--- src/rtl/cs_round_iter.sv ---
// cs_round_iter: iterative CS-Cipher encryption of one 64-bit block.
// One E mixing step per clock, 3 steps per round, then a whitening XOR.
// Round keys are fetched from an external store via key_idx/key_in.
// Optional trace outputs are enabled with the macro CS_ROUND_TRACE_EN.

// m_module: 16-bit CS-Cipher M mixing function built on the 8-bit P box.
module m_module (
  input  logic [15:0] x,
  output logic [15:0] y
);
  function automatic logic [3:0] f_box(input logic [3:0] n);
    logic [3:0] v;
    case (n)
      4'h0: v = 4'hf; 4'h1: v = 4'hd; 4'h2: v = 4'hb; 4'h3: v = 4'hb;
      4'h4: v = 4'h7; 4'h5: v = 4'h5; 4'h6: v = 4'h7; 4'h7: v = 4'h7;
      4'h8: v = 4'he; 4'h9: v = 4'hd; 4'ha: v = 4'ha; 4'hb: v = 4'hb;
      4'hc: v = 4'he; 4'hd: v = 4'hd; 4'he: v = 4'he; default: v = 4'hf;
    endcase
    return v;
  endfunction

  function automatic logic [3:0] g_box(input logic [3:0] n);
    logic [3:0] v;
    case (n)
      4'h0: v = 4'ha; 4'h1: v = 4'h6; 4'h2: v = 4'h0; 4'h3: v = 4'h2;
      4'h4: v = 4'hb; 4'h5: v = 4'he; 4'h6: v = 4'h1; 4'h7: v = 4'h8;
      4'h8: v = 4'hd; 4'h9: v = 4'h4; 4'ha: v = 4'h5; 4'hb: v = 4'h3;
      4'hc: v = 4'hf; 4'hd: v = 4'hc; 4'he: v = 4'h7; default: v = 4'h9;
    endcase
    return v;
  endfunction

  // Three-layer Feistel-like nibble network.
  function automatic logic [7:0] p_box(input logic [7:0] a);
    logic [3:0] t_y, t_z, t_t;
    t_y = a[3:0] ^ f_box(a[7:4]);
    t_z = a[7:4] ^ g_box(t_y);
    t_t = t_y ^ f_box(t_z);
    return {t_z, t_t};
  endfunction

  logic [7:0] xl, xr, rot_l, phi_l;

  assign xl    = x[15:8];
  assign xr    = x[7:0];
  assign rot_l = {xl[6:0], xl[7]};
  assign phi_l = (rot_l & 8'h55) ^ xl;
  assign y     = {p_box(phi_l ^ xr), p_box(rot_l ^ xr)};
endmodule

module cs_round_iter #(
  parameter logic [63:0] C0      = 64'hB7E151628AED2A6A,
  parameter logic [63:0] C1      = 64'hBF7158809CF4F3C7,
  parameter int          NROUNDS = 8
) (
  input  logic        clk,
  input  logic        rst_n,
  input  logic        in_valid,
  output logic        in_ready,
  input  logic [63:0] in_data,
  output logic [3:0]  key_idx,
  input  logic [63:0] key_in,
  output logic        out_valid,
  input  logic        out_ready,
  output logic [63:0] out_data
`ifdef CS_ROUND_TRACE_EN
  ,
  output logic [63:0] dbg_state,
  output logic [4:0]  dbg_step,
  output logic        dbg_valid
`endif
);
  localparam logic [3:0] LAST_R = 4'(NROUNDS - 1);
  localparam logic [3:0] NR     = 4'(NROUNDS);

  typedef enum logic [1:0] {IDLE, RUN, DONE} state_t;

  state_t      state_q, state_d;
  logic [63:0] s_q, s_d;
  logic [3:0]  r_q, r_d;
  logic [1:0]  sub_q, sub_d;
  logic [3:0]  key_idx_q, key_idx_d;
  logic        out_valid_q, out_valid_d;
  logic [63:0] out_data_q, out_data_d;
  logic [63:0] e_in, e_out;
  logic [15:0] m_out [4];

  // Select the pre-mix value for the current substep.
  always_comb begin
    case (sub_q)
      2'd0:    e_in = s_q ^ key_in ^ C0;
      2'd1:    e_in = s_q ^ C1;
      default: e_in = s_q;
    endcase
  end

  // E layer: four M boxes, high bytes gathered in the upper half.
  for (genvar gi = 0; gi < 4; gi++) begin : g_mix
    m_module u_m (
      .x(e_in[16*gi +: 16]),
      .y(m_out[gi])
    );
    assign e_out[32 + 8*gi +: 8] = m_out[gi][15:8];
    assign e_out[8*gi +: 8]      = m_out[gi][7:0];
  end

  // Next-state logic: accept, iterate E steps, whiten, hand off.
  always_comb begin
    state_d     = state_q;
    s_d         = s_q;
    r_d         = r_q;
    sub_d       = sub_q;
    key_idx_d   = key_idx_q;
    out_valid_d = out_valid_q;
    out_data_d  = out_data_q;
    case (state_q)
      IDLE: begin
        key_idx_d = 4'd0;
        if (in_valid) begin
          s_d     = in_data;
          r_d     = 4'd0;
          sub_d   = 2'd0;
          state_d = RUN;
        end
      end
      RUN: begin
        s_d = e_out;
        if (sub_q == 2'd2) begin
          sub_d     = 2'd0;
          r_d       = r_q + 4'd1;
          key_idx_d = r_q + 4'd1;
          if (r_q == LAST_R) begin
            r_d       = NR;
            key_idx_d = NR;
            state_d   = DONE;
          end
        end else begin
          sub_d = sub_q + 2'd1;
        end
      end
      DONE: begin
        if (!out_valid_q) begin
          out_data_d  = s_q ^ key_in;
          out_valid_d = 1'b1;
        end else if (out_ready) begin
          out_valid_d = 1'b0;
          r_d         = 4'd0;
          sub_d       = 2'd0;
          key_idx_d   = 4'd0;
          state_d     = IDLE;
        end
      end
      default: state_d = IDLE;
    endcase
  end

  // State registers with asynchronous clear.
  always_ff @(posedge clk or negedge rst_n) begin
    if (!rst_n) begin
      state_q     <= IDLE;
      s_q         <= 64'd0;
      r_q         <= 4'd0;
      sub_q       <= 2'd0;
      key_idx_q   <= 4'd0;
      out_valid_q <= 1'b0;
      out_data_q  <= 64'd0;
    end else begin
      state_q     <= state_d;
      s_q         <= s_d;
      r_q         <= r_d;
      sub_q       <= sub_d;
      key_idx_q   <= key_idx_d;
      out_valid_q <= out_valid_d;
      out_data_q  <= out_data_d;
    end
  end

  assign in_ready  = (state_q == IDLE);
  assign key_idx   = key_idx_q;
  assign out_valid = out_valid_q;
  assign out_data  = out_data_q;

`ifdef CS_ROUND_TRACE_EN
  logic [4:0] dbg_step_q, dbg_step_d;
  logic       dbg_valid_q, dbg_valid_d;

  // Trace: report the index of the step that just updated s.
  always_comb begin
    dbg_valid_d = (state_q == RUN);
    dbg_step_d  = dbg_step_q;
    if (state_q == RUN) begin
      dbg_step_d = 5'({1'b0, r_q}) * 5'd3 + {3'b000, sub_q};
    end
  end

  // Trace registers.
  always_ff @(posedge clk or negedge rst_n) begin
    if (!rst_n) begin
      dbg_step_q  <= 5'd0;
      dbg_valid_q <= 1'b0;
    end else begin
      dbg_step_q  <= dbg_step_d;
      dbg_valid_q <= dbg_valid_d;
    end
  end

  assign dbg_state = s_q;
  assign dbg_step  = dbg_step_q;
  assign dbg_valid = dbg_valid_q;
`endif
endmodule
--- config.mk ---
export PLATFORM = sky130hd
export DESIGN_NAME = cs_round_iter
export DESIGN_NICKNAME = d
export VERILOG_FILES = /design/src/rtl/cs_round_iter.sv
export SDC_FILE = /design/constraint.sdc
export NUM_CORES = 1
export LEC_CHECK = 0
export CAP_MARGIN = 5
export CORE_MARGIN = 3
export CORE_UTILIZATION = 55
export DETAILED_ROUTE_END_ITERATION = 10
export GPL_TIMING_DRIVEN = 0
export MAX_ROUTING_LAYER = met4
export PLACE_DENSITY = 0.93
export SYNTH_ARGS = -nofsm -noshare
export SYNTH_HDL_FRONTEND = slang
export SYNTH_HIERARCHICAL = 1
export SYNTH_SLANG_ARGS = --single-unit
--- constraint.sdc ---
create_clock -name clk -period 7.6 [get_ports clk]
set_input_delay 1.52 -clock clk [delete_from_list [all_inputs] [get_ports clk]]
set_output_delay 1.52 -clock clk [all_outputs]
set_load 0.005 [all_outputs]
### Met4 routing, run 1

Supply wires on this layer in grey. Cells faint in the background.
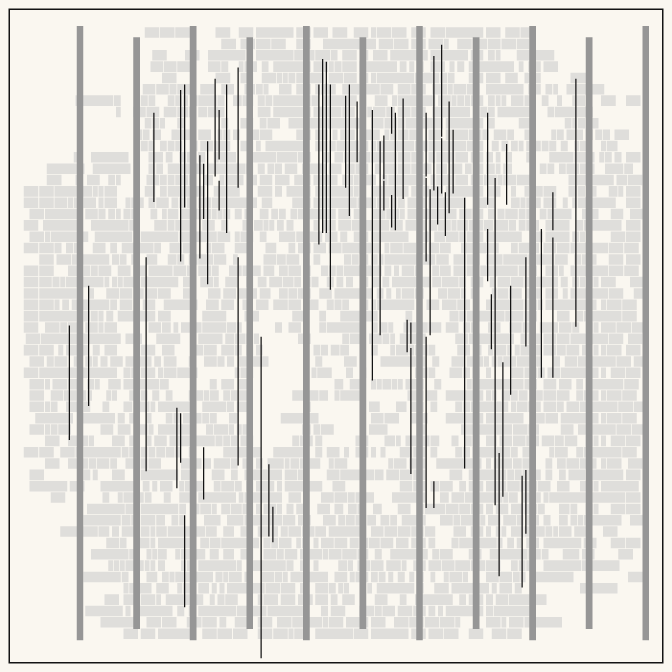
The longest straight run is 78.2 microns. The layer carries 1,800 microns of wire.

### The metal 3 layer, run 1

Scale bar: 50 microns.
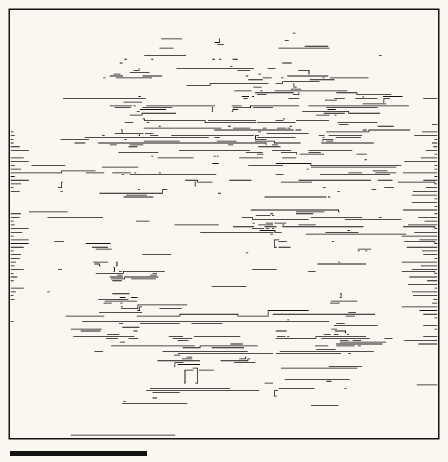
321 nets have wire on it. The layer carries 3,690 microns of wire.

### Drive-strength map, run 1

Scale bar: 50 microns.
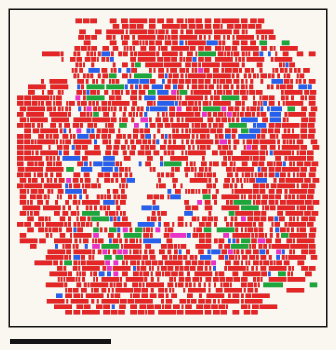
Key: x1 and smaller = red [cells 1,537, most used clkdlybuf4s50_1]; x6 and larger = green [cells 42, most used buf_6]; x3 and x4 = magenta [cells 33, most used buf_4]; x2 = blue [cells 111, most used buf_2]

[run 1: cell type report]
type                    instances  area (sq um)  area share
multi-input cells            1236          8230       0.535
repair buffers                202          2040       0.133
well taps                     280           350      0.0228
inverters                       7          26.3     0.00171
clock buffers                  19           443      0.0288
clock inverters                13           109     0.00708
plain buffers                 105           658      0.0428
flip-flops and latches        141          3530       0.229
[run 1: layer usage]
metal | global-route usage | vias to the layer above | share of wire
met3 | 0.0572 | 147 | 0.088
li1 | - | 5610 | -
met2 | 0.542 | 718 | 0.46
met5 | - | - | 0
met4 | 0.136 | 0 | 0.043
met1 | 0.446 | 6031 | 0.41
[run 1: cells by family after synthesis]
group | after synthesis | share of synthesized area
buffers and inverters | 112 | 0.0550
adders and majority gates | 1 | 0.00101
muxes | 16 | 0.0151
AOI/OAI and AO/OA | 429 | 0.202
DFF | 141 | 0.284
xor gates and xnor gates | 319 | 0.249
and+or+nand+nor | 471 | 0.194
[run 1: per-stage QoR]
| stage | setup WS, ns | cell area, sq um | utilization | hold WS, ns |
|---|---|---|---|---|
| finish | 2.82 | 15400 | 0.698 | 0.492 |
| global route | 2.59 | 15400 | 0.698 | 0.524 |
| CTS | 2.92 | 15400 | 0.698 | 0.499 |
| detailed placement | 2.51 | 14800 | 0.673 | 0.484 |
| global placement | -0.670 | 14800 | 0.672 | 0.472 |
| floorplan | 3.52 | 12400 | - | 0.474 |
==> run summary, run 1 <==
flow finished, numbers: delay-heaviest family, CP=XOR/XNOR gates, crit path DRT=7.90 ns, status=completed, Mean Syn Cell Area=~8.4 sq um, CP Class=in2reg, global-route wire length before repair=~64 mm, most used flip-flop cell=dfrtp_1, Yosys cell types=approximately 75, Crit path depth=13, n_diodes=0, Post-CTS Resized=0, setup TNS=0 ns, routed len/inst=around 21 microns, critical path's largest stage delay=0.57 ns, Placer Congestion=~0.96, clk sinks=141, number of enable flip-flop cells=0, DRC viols=0, dominant logic cell types in the final layout=clkdlybuf4s50_1, a21oi_1, xnor2_1, clk root buf=clkbuf_16, net count after synthesis=1,622, RSZ-0062 raised after global routing=no, final period utilization=0.629, clk buf depth=2, hold-critical path depth=1, largest net degree at the start of global routing=87, Area Growth Syn to Fin=23.7%
### Routed metal, one colour a layer, run 1

Scale bar: 50 microns.
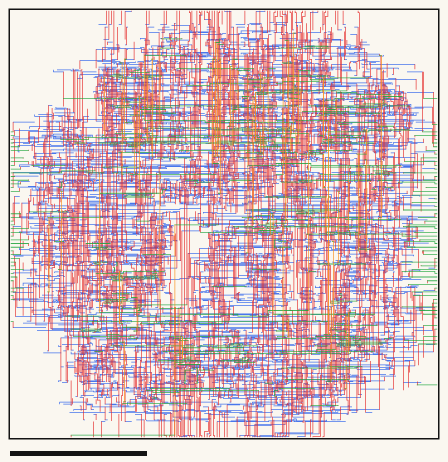

==> inputs of run 2 (changes only) <==
Settings changed: CORE_UTILIZATION 55 to 50, PLACE_DENSITY 0.93 to 0.89.
Clock period 7.6 ns to 4.3 ns, I/O delays scaled along.
### Routed metal, one colour a layer, run 2

Scale bar: 50 microns.
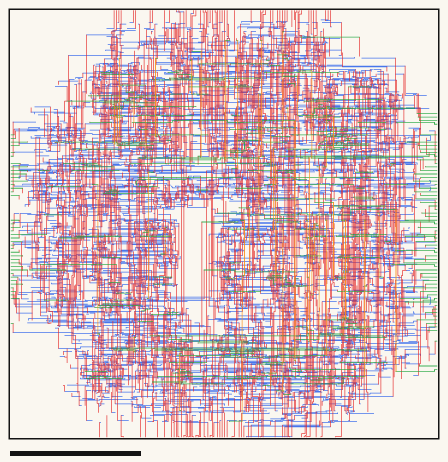
Key: M2 = red [wire length 20.0 mm]; M4 = orange [wire length 1,520 microns]; M1 = blue [wire length 17,500 microns]; M3 = green [wire length 3,380 microns]

### The metal 3 layer, run 2

Scale bar: 50 microns.
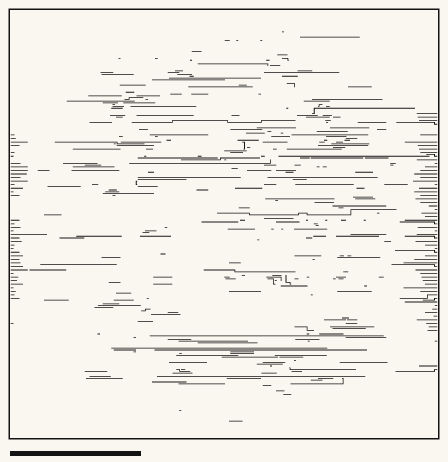
The longest straight run is 89.2 microns. The wires run mostly horizontal.

==> run 2 against run 1 <==
Net effect:
- flip-flop count stayed put
- sequential share of layout area is 0.35 points lower
- via count is 2.4% lower
- critical path type is now reg2reg
- critical endpoint is now s_q[18]$_DFFE_PN0P_
- largest cell class unchanged
==> run summary, run 2 <==
flow finished, numbers: Placer Congestion=roughly 0.97, Layout Utilization=0.640, CP Class=reg2reg, Final Instance Count excl. Fillers=2,050, Yosys cell types=between 70 and 80, status=completed, ys flops=141, RR Startpoint=sub_q[1]$_DFFE_PN0P_, setup TNS=0 ns, final period utilization=0.961, delay-heaviest family, CP=XOR/XNOR gates, initial antenna violation count=0, # rows=57, Post-CTS Hold Buffers=0, Area Growth Syn to Fin=25.6%, Worst-Margin Slew=roughly 0.85 ns, Post-CTS Resized=3, routed wire length=42.4 mm, reg2reg end=s_q[18]$_DFFE_PN0P_, antenna viol nets, final=0, global-route wire length before repair=between 60 and 70 mm, dominant logic cell types in the final layout=clkdlybuf4s50_1, a21oi_1, xnor2_1, most used flip-flop cell=dfrtp_1, net count after synthesis=between 1,500 and 2,000, clk buf depth=2, routed len/inst=20.7 microns, Mean Syn Cell Area=8.35 sq um, number of enable flip-flop cells=0, crit path DRT=4.63 ns, clk root buf=clkbuf_16, setup ws final=roughly 0.17 ns, n_diodes=0, Reg2Reg Setup Slack=between 0.15 and 0.2 ns, DRC viols=0, clk sinks=141, largest net degree at the start of global routing=78, critical path's largest stage delay=0.55 ns, hold_ws=0.465 ns, Worst setup EP type=register, worst slack, placed=-0.146 ns
==> run 2: cell counts after synthesis <==
No cell type changed its count.
==> run 2: per-stage QoR <==
step / cell area (sq um)
3_5_place_dp: 14900
2_1_floorplan: 12400
6_report: 15600
5_1_grt: 15600
3_3_place_gp: 14900
4_1_cts: 15500
==> run 2: final cells by class <==
type                    instances  area (sq um)
inverters                       7          26.3
plain buffers                 105           666
clock buffers                  20           437
multi-input cells            1236          8350
fillers                      2024          8770
repair buffers                205          2060
flip-flops and latches        141          3530
clock inverters                12           138
well taps                     324           405
==> run 2: worst max path at each step <==
stage | from | endpoint | slack (ns) | cells past startpoint
floorplan | key_in[27] | s_q[41]$_DFFE_PN0P_ | 0.88 | 12
global placement | rst_n | s_q[50]$_DFFE_PN0P_ | -3.21 | 1
detailed placement | key_in[39] | s_q[49]$_DFFE_PN0P_ | -0.15 | 13
CTS | sub_q[0]$_DFFE_PN0P_ | s_q[49]$_DFFE_PN0P_ | 0.006 | 14
global route | sub_q[1]$_DFFE_PN0P_ | s_q[19]$_DFFE_PN0P_ | -0.007 | 13
finish | sub_q[1]$_DFFE_PN0P_ | s_q[18]$_DFFE_PN0P_ | 0.17 | 13
==> run 2: layer usage <==
layer	part of all wire	vias to the layer above	GRT usage	wire length [microns]
li1	-	5607	-	-
met1	0.41	5884	0.418	17500
met2	0.47	612	0.514	20000
met3	0.080	105	0.0492	3380
met4	0.036	0	0.115	1520
met5	0	-	-	0
==> run 2: kinds of logic after synthesis <==
group,Yosys count,synth area share
buf+inv,112,0.0550
flops,141,0.284
simple gates,471,0.194
fa+ha+maj,1,0.00101
compound gates,429,0.202
mux,16,0.0151
xor+xnor,319,0.249
